$ cat config.mk
export PLATFORM = sky130hd
export DESIGN_NAME = mc_ctrl_hs
export DESIGN_NICKNAME = d
export VERILOG_FILES = /design/src/rtl/mc_pkg.sv /design/src/rtl/mc_ctrl_hs_wait.sv /design/src/rtl/mc_ctrl_hs.sv
export SDC_FILE = /design/constraint.sdc
export NUM_CORES = 1
export LEC_CHECK = 0
export CORE_UTILIZATION = 39
export DETAILED_ROUTE_END_ITERATION = 12
export PLACE_DENSITY_LB_ADDON = 0.05
export SKIP_CTS_REPAIR_TIMING = 1
export SLEW_MARGIN = 25
export SYNTH_ARGS = -nofsm -noshare
export SYNTH_HDL_FRONTEND = slang
export SYNTH_SLANG_ARGS = --single-unit
$ cat constraint.sdc
create_clock -name clk -period 4.9 [get_ports clk]
set_input_delay 0.98 -clock clk [delete_from_list [all_inputs] [get_ports clk]]
set_output_delay 0.98 -clock clk [all_outputs]
set_load 0.03 [all_outputs]
$ cat src/rtl/mc_pkg.sv
// Shared types and encodings for the handshaked multicycle MIPS control FSM.
// Covers state codes, opcode/funct values, datapath mux selects and trap causes.
package mc_pkg;

   typedef enum logic [4:0] {
      S_IDLE     = 5'd0,
      S_FETCH    = 5'd1,
      S_DECODE   = 5'd2,
      S_EXEC_R   = 5'd3,
      S_WB_R     = 5'd4,
      S_JR       = 5'd5,
      S_EXEC_I   = 5'd6,
      S_WB_I     = 5'd7,
      S_MEM_ADDR = 5'd8,
      S_MEM_RD   = 5'd9,
      S_MEM_WB   = 5'd10,
      S_MEM_WR   = 5'd11,
      S_BRANCH   = 5'd12,
      S_JUMP     = 5'd13,
      S_JAL      = 5'd14,
      S_TRAP     = 5'd15
   } state_t;

   localparam logic [5:0] OP_RTYPE = 6'h00, OP_J    = 6'h02, OP_JAL  = 6'h03, OP_BEQ  = 6'h04;
   localparam logic [5:0] OP_ADDI  = 6'h08, OP_ADDIU = 6'h09, OP_SLTI = 6'h0A, OP_SLTIU = 6'h0B;
   localparam logic [5:0] OP_ANDI  = 6'h0C, OP_ORI  = 6'h0D, OP_XORI = 6'h0E, OP_LUI  = 6'h0F;
   localparam logic [5:0] OP_LB    = 6'h20, OP_LH   = 6'h21, OP_LW   = 6'h23, OP_LBU  = 6'h24;
   localparam logic [5:0] OP_LHU   = 6'h25, OP_SB   = 6'h28, OP_SH   = 6'h29, OP_SW   = 6'h2B;

   localparam logic [5:0] F_SLL = 6'h00, F_SRL = 6'h02, F_SRA  = 6'h03, F_JR   = 6'h08;
   localparam logic [5:0] F_ADD = 6'h20, F_ADDU = 6'h21, F_SUB = 6'h22, F_SUBU = 6'h23;
   localparam logic [5:0] F_AND = 6'h24, F_OR  = 6'h25, F_XOR  = 6'h26, F_NOR  = 6'h27;
   localparam logic [5:0] F_SLT = 6'h2A, F_SLTU = 6'h2B;

   localparam logic [3:0] ALU_ADD = 4'd0, ALU_SUB = 4'd1, ALU_FUNCT = 4'd2, ALU_AND = 4'd3;
   localparam logic [3:0] ALU_OR  = 4'd4, ALU_XOR = 4'd5, ALU_LUI  = 4'd6, ALU_SLT = 4'd7;
   localparam logic [3:0] ALU_SLTU = 4'd8;

   localparam logic [1:0] RD_RT = 2'b00, RD_RD = 2'b01, RD_RA = 2'b10;
   localparam logic [1:0] SA_PC = 2'b00, SA_REG = 2'b01, SA_SHAMT = 2'b10;
   localparam logic [1:0] SB_REG = 2'b00, SB_FOUR = 2'b01, SB_EXT = 2'b10, SB_EXT2 = 2'b11;
   localparam logic [1:0] PS_ALU = 2'b00, PS_ALUOUT = 2'b01, PS_JT = 2'b10;
   localparam logic [1:0] MR_ALUOUT = 2'b00, MR_MDR = 2'b01, MR_PC = 2'b10;
   localparam logic [1:0] LS_WORD = 2'b00, LS_HALF = 2'b01, LS_BYTE = 2'b10;

   localparam logic [1:0] CAUSE_NONE = 2'b00, CAUSE_ILL = 2'b01, CAUSE_BUS = 2'b10;

   // fetch gates IRWrite/PCWrite with imem_ready at the output stage
   typedef struct packed {
      logic       fetch;
      logic       dmem_req;
      logic       pcwrite;
      logic       pcwritecond;
      logic       memwrite;
      logic       regwrite;
      logic       extop;
      logic       dmextop;
      logic [1:0] pcsource;
      logic [1:0] alusrca;
      logic [1:0] alusrcb;
      logic [1:0] memtoreg;
      logic [1:0] regdst;
      logic [1:0] lsop;
      logic [3:0] aluop;
   } ctl_t;

   function automatic logic is_rfunct(input logic [5:0] f);
      case (f)
         F_SLL, F_SRL, F_SRA, F_ADD, F_ADDU, F_SUB, F_SUBU,
         F_AND, F_OR, F_XOR, F_NOR, F_SLT, F_SLTU: is_rfunct = 1'b1;
         default:                                   is_rfunct = 1'b0;
      endcase
   endfunction

   function automatic logic is_ldst(input logic [5:0] o);
      case (o)
         OP_LB, OP_LH, OP_LW, OP_LBU, OP_LHU, OP_SB, OP_SH, OP_SW: is_ldst = 1'b1;
         default:                                                 is_ldst = 1'b0;
      endcase
   endfunction

   function automatic logic [3:0] ialu_op(input logic [5:0] o);
      case (o)
         OP_SLTI:  ialu_op = ALU_SLT;
         OP_SLTIU: ialu_op = ALU_SLTU;
         OP_ANDI:  ialu_op = ALU_AND;
         OP_ORI:   ialu_op = ALU_OR;
         OP_XORI:  ialu_op = ALU_XOR;
         OP_LUI:   ialu_op = ALU_LUI;
         default:  ialu_op = ALU_ADD;
      endcase
   endfunction

   // access size follows the low opcode bits: 11 word, 01 half, 00 byte
   function automatic logic [1:0] lsop_of(input logic [5:0] o);
      case (o[1:0])
         2'b11:   lsop_of = LS_WORD;
         2'b01:   lsop_of = LS_HALF;
         default: lsop_of = LS_BYTE;
      endcase
   endfunction

endpackage

$ cat src/rtl/mc_ctrl_hs_wait.sv
// Memory wait-state counter: counts cycles the awaited ready stays low and
// flags expiry on the cycle that would reach MEM_TIMEOUT.
module mc_wait_timer #(
   parameter int MEM_TIMEOUT = 16
) (
   input  logic clk,
   input  logic rst,
   input  logic clr,
   input  logic wait_en,
   output logic expired
);
   import mc_pkg::*;

   localparam logic [7:0] LAST = 8'(MEM_TIMEOUT - 1);

   logic [7:0] cnt_r;

   assign expired = wait_en && (cnt_r == LAST);

   // wait-cycle counter, restarted on every state change
   always_ff @(posedge clk or negedge rst) begin
      if (!rst)          cnt_r <= 8'd0;
      else if (clr)      cnt_r <= 8'd0;
      else if (wait_en)  cnt_r <= cnt_r + 8'd1;
      else               cnt_r <= cnt_r;
   end
endmodule

$ cat src/rtl/mc_ctrl_hs.sv
// Multicycle MIPS main control with req/ready memory handshake, bus-timeout
// watchdog, illegal-opcode trap and retired-instruction counter.
module mc_ctrl_hs #(
   parameter int MEM_TIMEOUT = 16,
   parameter int CNT_W       = 32,
   parameter int ALUOP_W     = 4
) (
   input  logic               clk,
   input  logic               rst,
   input  logic [5:0]         op,
   input  logic [5:0]         funct,
   input  logic               imem_ready,
   input  logic               dmem_ready,
   output logic               imem_req,
   output logic               dmem_req,
   output logic               IRWrite,
   output logic               PCWrite,
   output logic               PCWriteCond,
   output logic               MemWrite,
   output logic               RegWrite,
   output logic               extop,
   output logic               dmEXTop,
   output logic [1:0]         PCSource,
   output logic [1:0]         ALUSrcA,
   output logic [1:0]         ALUSrcB,
   output logic [1:0]         MemtoReg,
   output logic [1:0]         RegDst,
   output logic [1:0]         lsop,
   output logic [ALUOP_W-1:0] ALUOp,
   output logic               trap,
   output logic [1:0]         trap_cause,
   output logic [CNT_W-1:0]   instret
);
   import mc_pkg::*;

   state_t           state_r, state_nx_s;
   ctl_t             ctl_r;
   logic             trap_r;
   logic [1:0]       cause_r, cause_nx_s;
   logic [CNT_W-1:0] instret_r;
   logic             wait_s, ready_s, expired_s, retire_s;

   // outputs for a state; op/funct are stable IR fields whenever they matter
   function automatic ctl_t decode(input state_t s, input logic [5:0] o, input logic [5:0] f);
      ctl_t c;
      c = '0;
      case (s)
         S_FETCH:    begin c.fetch = 1'b1; c.alusrcb = SB_FOUR; c.aluop = ALU_ADD; c.pcsource = PS_ALU; end
         S_DECODE:   begin c.alusrca = SA_PC; c.alusrcb = SB_EXT2; c.aluop = ALU_ADD; end
         S_EXEC_R:   begin
            c.alusrca = (f == F_SLL || f == F_SRL || f == F_SRA) ? SA_SHAMT : SA_REG;
            c.alusrcb = SB_REG; c.aluop = ALU_FUNCT;
         end
         S_WB_R:     begin c.regwrite = 1'b1; c.regdst = RD_RD; c.memtoreg = MR_ALUOUT; end
         S_JR:       begin
            c.alusrca = SA_REG; c.alusrcb = SB_REG; c.aluop = ALU_ADD;
            c.pcsource = PS_ALU; c.pcwrite = 1'b1;
         end
         S_EXEC_I:   begin
            c.alusrca = SA_REG; c.alusrcb = SB_EXT; c.aluop = ialu_op(o);
            c.extop = (o[5:2] == 4'b0010);
         end
         S_WB_I:     begin c.regwrite = 1'b1; c.regdst = RD_RT; c.memtoreg = MR_ALUOUT; end
         S_MEM_ADDR: begin c.alusrca = SA_REG; c.alusrcb = SB_EXT; c.extop = 1'b1; c.aluop = ALU_ADD; end
         S_MEM_RD:   begin c.dmem_req = 1'b1; c.lsop = lsop_of(o); end
         S_MEM_WR:   begin c.dmem_req = 1'b1; c.memwrite = 1'b1; c.lsop = lsop_of(o); end
         S_MEM_WB:   begin
            c.regwrite = 1'b1; c.regdst = RD_RT; c.memtoreg = MR_MDR;
            c.dmextop = (o == OP_LH) || (o == OP_LB);
         end
         S_BRANCH:   begin
            c.alusrca = SA_REG; c.alusrcb = SB_REG; c.aluop = ALU_SUB;
            c.pcwritecond = 1'b1; c.pcsource = PS_ALUOUT;
         end
         S_JUMP:     begin c.pcwrite = 1'b1; c.pcsource = PS_JT; end
         S_JAL:      begin
            c.pcwrite = 1'b1; c.pcsource = PS_JT; c.regwrite = 1'b1;
            c.regdst = RD_RA; c.memtoreg = MR_PC;
         end
         default:    c = '0;
      endcase
      return c;
   endfunction

   assign wait_s   = (state_r == S_FETCH) || (state_r == S_MEM_RD) || (state_r == S_MEM_WR);
   assign ready_s  = (state_r == S_FETCH) ? imem_ready : dmem_ready;
   assign retire_s = (state_nx_s == S_FETCH) && (state_r != S_IDLE) && (state_r != S_FETCH);

   mc_wait_timer #(.MEM_TIMEOUT(MEM_TIMEOUT)) u_wait (
      .clk     (clk),
      .rst     (rst),
      .clr     (state_nx_s != state_r),
      .wait_en (wait_s && !ready_s),
      .expired (expired_s)
   );

   // next-state and trap-cause selection
   always_comb begin
      state_nx_s = state_r;
      cause_nx_s = CAUSE_NONE;
      case (state_r)
         S_IDLE:   state_nx_s = S_FETCH;
         S_FETCH, S_MEM_RD, S_MEM_WR: begin
            if (ready_s) begin
               if (state_r == S_FETCH)       state_nx_s = S_DECODE;
               else if (state_r == S_MEM_RD) state_nx_s = S_MEM_WB;
               else                          state_nx_s = S_FETCH;
            end else if (expired_s) begin
               state_nx_s = S_TRAP;
               cause_nx_s = CAUSE_BUS;
            end else begin
               state_nx_s = state_r;
            end
         end
         S_DECODE: begin
            if (op == OP_RTYPE) begin
               if (funct == F_JR)          state_nx_s = S_JR;
               else if (is_rfunct(funct))  state_nx_s = S_EXEC_R;
               else begin state_nx_s = S_TRAP; cause_nx_s = CAUSE_ILL; end
            end else if (op[5:3] == 3'b001) state_nx_s = S_EXEC_I;
            else if (is_ldst(op))           state_nx_s = S_MEM_ADDR;
            else if (op == OP_BEQ)          state_nx_s = S_BRANCH;
            else if (op == OP_J)            state_nx_s = S_JUMP;
            else if (op == OP_JAL)          state_nx_s = S_JAL;
            else begin state_nx_s = S_TRAP; cause_nx_s = CAUSE_ILL; end
         end
         S_EXEC_R:   state_nx_s = S_WB_R;
         S_EXEC_I:   state_nx_s = S_WB_I;
         S_MEM_ADDR: state_nx_s = op[3] ? S_MEM_WR : S_MEM_RD;
         S_WB_R, S_WB_I, S_MEM_WB, S_BRANCH, S_JUMP, S_JAL, S_JR: state_nx_s = S_FETCH;
         S_TRAP:     state_nx_s = S_TRAP;
         default:    state_nx_s = S_IDLE;
      endcase
   end

   // state, registered control word, trap status and retire counter
   always_ff @(posedge clk or negedge rst) begin
      if (!rst) begin
         state_r   <= S_IDLE;
         ctl_r     <= '0;
         trap_r    <= 1'b0;
         cause_r   <= CAUSE_NONE;
         instret_r <= '0;
      end else begin
         state_r <= state_nx_s;
         ctl_r   <= decode(state_nx_s, op, funct);
         trap_r  <= (state_nx_s == S_TRAP);
         if ((state_nx_s == S_TRAP) && (state_r != S_TRAP)) cause_r <= cause_nx_s;
         else                                              cause_r <= cause_r;
         if (retire_s) instret_r <= instret_r + CNT_W'(1);
         else          instret_r <= instret_r;
      end
   end

   assign imem_req    = ctl_r.fetch;
   assign dmem_req    = ctl_r.dmem_req;
   assign IRWrite     = ctl_r.fetch && imem_ready;
   assign PCWrite     = ctl_r.pcwrite || (ctl_r.fetch && imem_ready);
   assign PCWriteCond = ctl_r.pcwritecond;
   assign MemWrite    = ctl_r.memwrite;
   assign RegWrite    = ctl_r.regwrite;
   assign extop       = ctl_r.extop;
   assign dmEXTop     = ctl_r.dmextop;
   assign PCSource    = ctl_r.pcsource;
   assign ALUSrcA     = ctl_r.alusrca;
   assign ALUSrcB     = ctl_r.alusrcb;
   assign MemtoReg    = ctl_r.memtoreg;
   assign RegDst      = ctl_r.regdst;
   assign lsop        = ctl_r.lsop;
   assign ALUOp       = ALUOP_W'(ctl_r.aluop);
   assign trap        = trap_r;
   assign trap_cause  = cause_r;
   assign instret     = instret_r;
endmodule

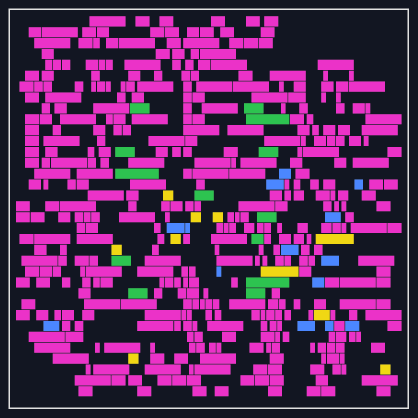
Fig. 1. Cells by drive strength (run 1).
Drawn at 4 px/µm.
- yellow: _3 and _4 cells (cells 10)
- green: _6 and larger (cells 13)
- magenta: _0 and _1 cells (cells 392)
- blue: _2 cells (cells 14)
P&R area growth vs syn: 25.8%
non-clock buffer count: 80

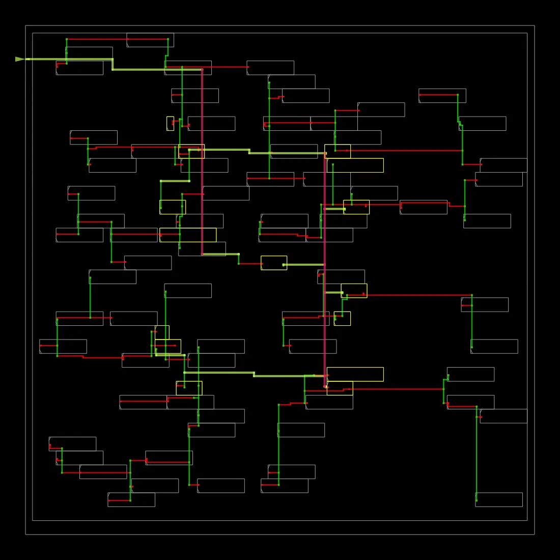
Fig. 2. Clock routing (run 1).
Flops: 71
CTS Buf Count: 9
clock buf count: 10
Clock Latency Late Sink: 340 ps
P_clk: 557 µW

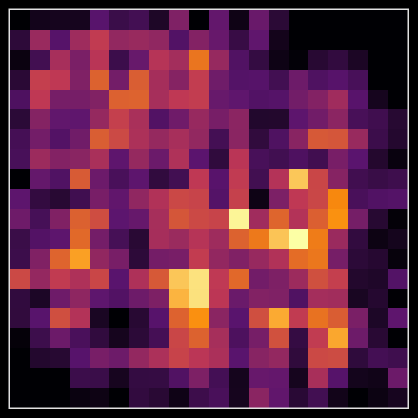
Fig. 3. Wiring heat map (run 1).
Drawn at 4 px/µm. The die is cut into 20 by 20 equal tiles; black is low, pale yellow is high, scaled to the fullest tile. Values are wire area over tile area, all layers added.
- tiles over half the peak: 19%
- nearly empty tiles: 9.0%
- emptiest ninth of the die: north-east
- fullest tile: 0.46
- mean over tiles: 0.14
vias after detailed routing: 2922
GRT Util Overall: 19.1%

==> results.tsv, run 1 <==
stage	metric	value	unit
sta	Final Hold Viols	0	
die	chip area	9880	µm²
worst_hold_path	startpoint of the worst hold path	instret[24]$_DFFE_PN0P_	
worst_setup_path	Critical path buffers and inverters	1	
sta	max-slew violations	0	
worst_setup_path	reg2reg start	state_r[0]$_DFF_PN0_	
routing	per-cell routed wire length	16.2	µm
sta	worst hold slack	493	ps
worst_hold_path	Min-Delay Endpoint	instret[24]$_DFFE_PN0P_	
synthesis	Post-Synthesis Cells	367	
synthesis	fraction of registers with async set/reset	100	%
synthesis	comb area leader	simple AND/OR/NAND/NOR gates	
run_status	status	finished, final reports clean	
sta	RSZ-0062 raised after global routing	no	
synthesis	Syn Area/Cell	10.1	µm²
layout	diode count	0	
pwr	clock share of power	28.5	%
pwr	P_int	1.24	mW
layout	non-clock buffer share of cell area	16.9	%
worst_setup_path	CP max-delay cell	and4_1	
synthesis	Chip Area, Yosys	3700	µm²
routing	routed wire length	8740	µm
worst_hold_path	Hold Path Class	reg2reg	
clock_network	TritonCTS clock tree	yes	
place	routability cong.	0.869	
place	placed cells	525	
place	DP Area	4420	µm²
global_routing	vias in the first global route	2920	
die	I/O Pins	76	
worst_setup_path	crit path to	instret[27]$_DFFE_PN0P_	
layout	fin area	4650	µm²
Fig. 4: run 1, sequential cells grouped by signal name
Drawn at 4 px/µm. Other sequential cells in the stronger gray, the rest of the logic in the fainter gray.
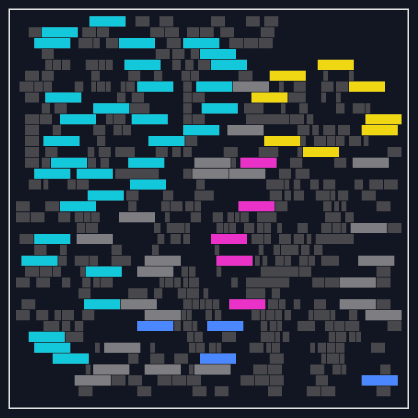

==> run 1 -> run 2 <==
clock period = 3.63 ns   (was 4.9 ns; I/O delays follow)
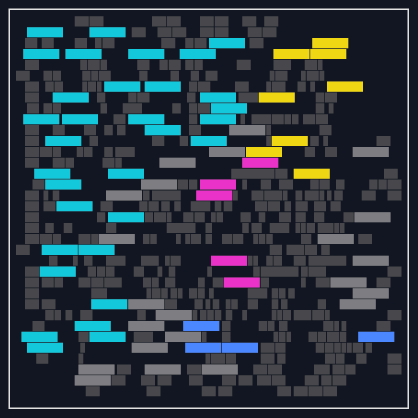
Fig. 5. Sequential cells grouped by signal name (run 2).
Drawn at 4 px/µm. Other sequential cells in the stronger gray, the rest of the logic in the fainter gray.
- magenta: `state_r` (sequential cells 5; where center)
- cyan: `instret` (sequential cells 32)
- blue: `ALUOp` (sequential cells 4; where south)
- yellow: `u_wait.cnt_r` (sequential cells 8; where north-east)
Layout Utilization: 51.7%
P_seq: 986 µW
flop share of the area: 37.4%

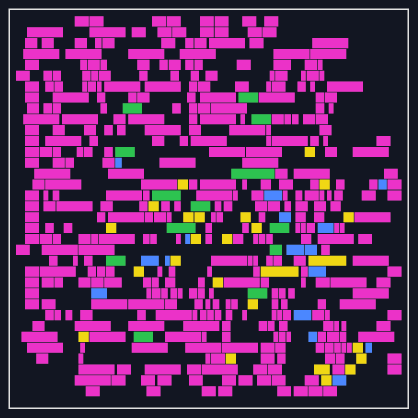
Fig. 6. Cells by drive strength (run 2).
Drawn at 4 px/µm.
- magenta: _0 and _1 cells (cells 392)
- blue: _2 cells (cells 16)
- green: _6 and larger (cells 13)
- yellow: _3 and _4 cells (cells 25)
non-clock buffer count: 97
P&R area growth vs syn: 28.5%

==> results.tsv, run 2 <==
stage	metric	value	unit
run_status	status	finished, final reports clean	
sta	RSZ-0062 raised after global routing	no	
synthesis	Syn Area/Cell	10.1	µm²
pwr	Pwr Total	2.57	mW
sta	worst hold slack	353	ps
place	DP Area	4570	µm²
worst_hold_path	Hold Path Class	in2async	
routing	routed wire length	8890	µm
layout	diode count	0	
pwr	P_int	1.59	mW
layout	Flops	71	
layout	non-clock buffer share of cell area	19.7	%
global_routing	GRT Util Overall	19.7	%
layout	fin area	4760	µm²
synthesis	fraction of registers with async set/reset	100	%
place	routability cong.	0.898	
sta	Final Hold Viols	0	
pwr	clock share of power	23.9	%
worst_setup_path	reg2reg start	state_r[3]$_DFF_PN0_	
worst_setup_path	crit path to	u_wait.cnt_r[5]$_DFFE_PN0P_	
synthesis	comb area leader	simple AND/OR/NAND/NOR gates	
routing	per-cell routed wire length	16.0	µm
die	I/O Pins	76	
pwr	largest power group	registers	
worst_setup_path	Critical path buffers and inverters	2	
die	chip area	9880	µm²
synthesis	Post-Synthesis Cells	367	
clock_network	CTS Buf Count	9	
synthesis	main flop type	dfrtp_1	
synthesis	top cells by count	dfrtp_1, xnor2_1, nand4_1	
clock_network	Longest Clk Path Bufs	2	
global_routing	vias in the first global route	3067	
synthesis	Chip Area, Yosys	3700	µm²
worst_setup_path	CP max-delay cell	or4_1	
sta	max-slew violations	0	
clock_network	TritonCTS clock tree	yes	
routing	vias after detailed routing	2960	
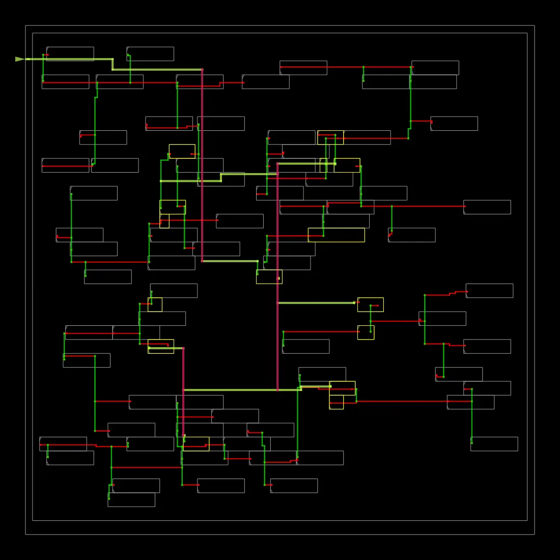
Fig. 7. Clock routing (run 2).
Clock Latency Late Sink: 350 ps
CTS sink cnt: 71
Final Skew: 8.35 ps
P_clk: 614 µW

No activity file was given, so power comes from the tool's default toggle rates.
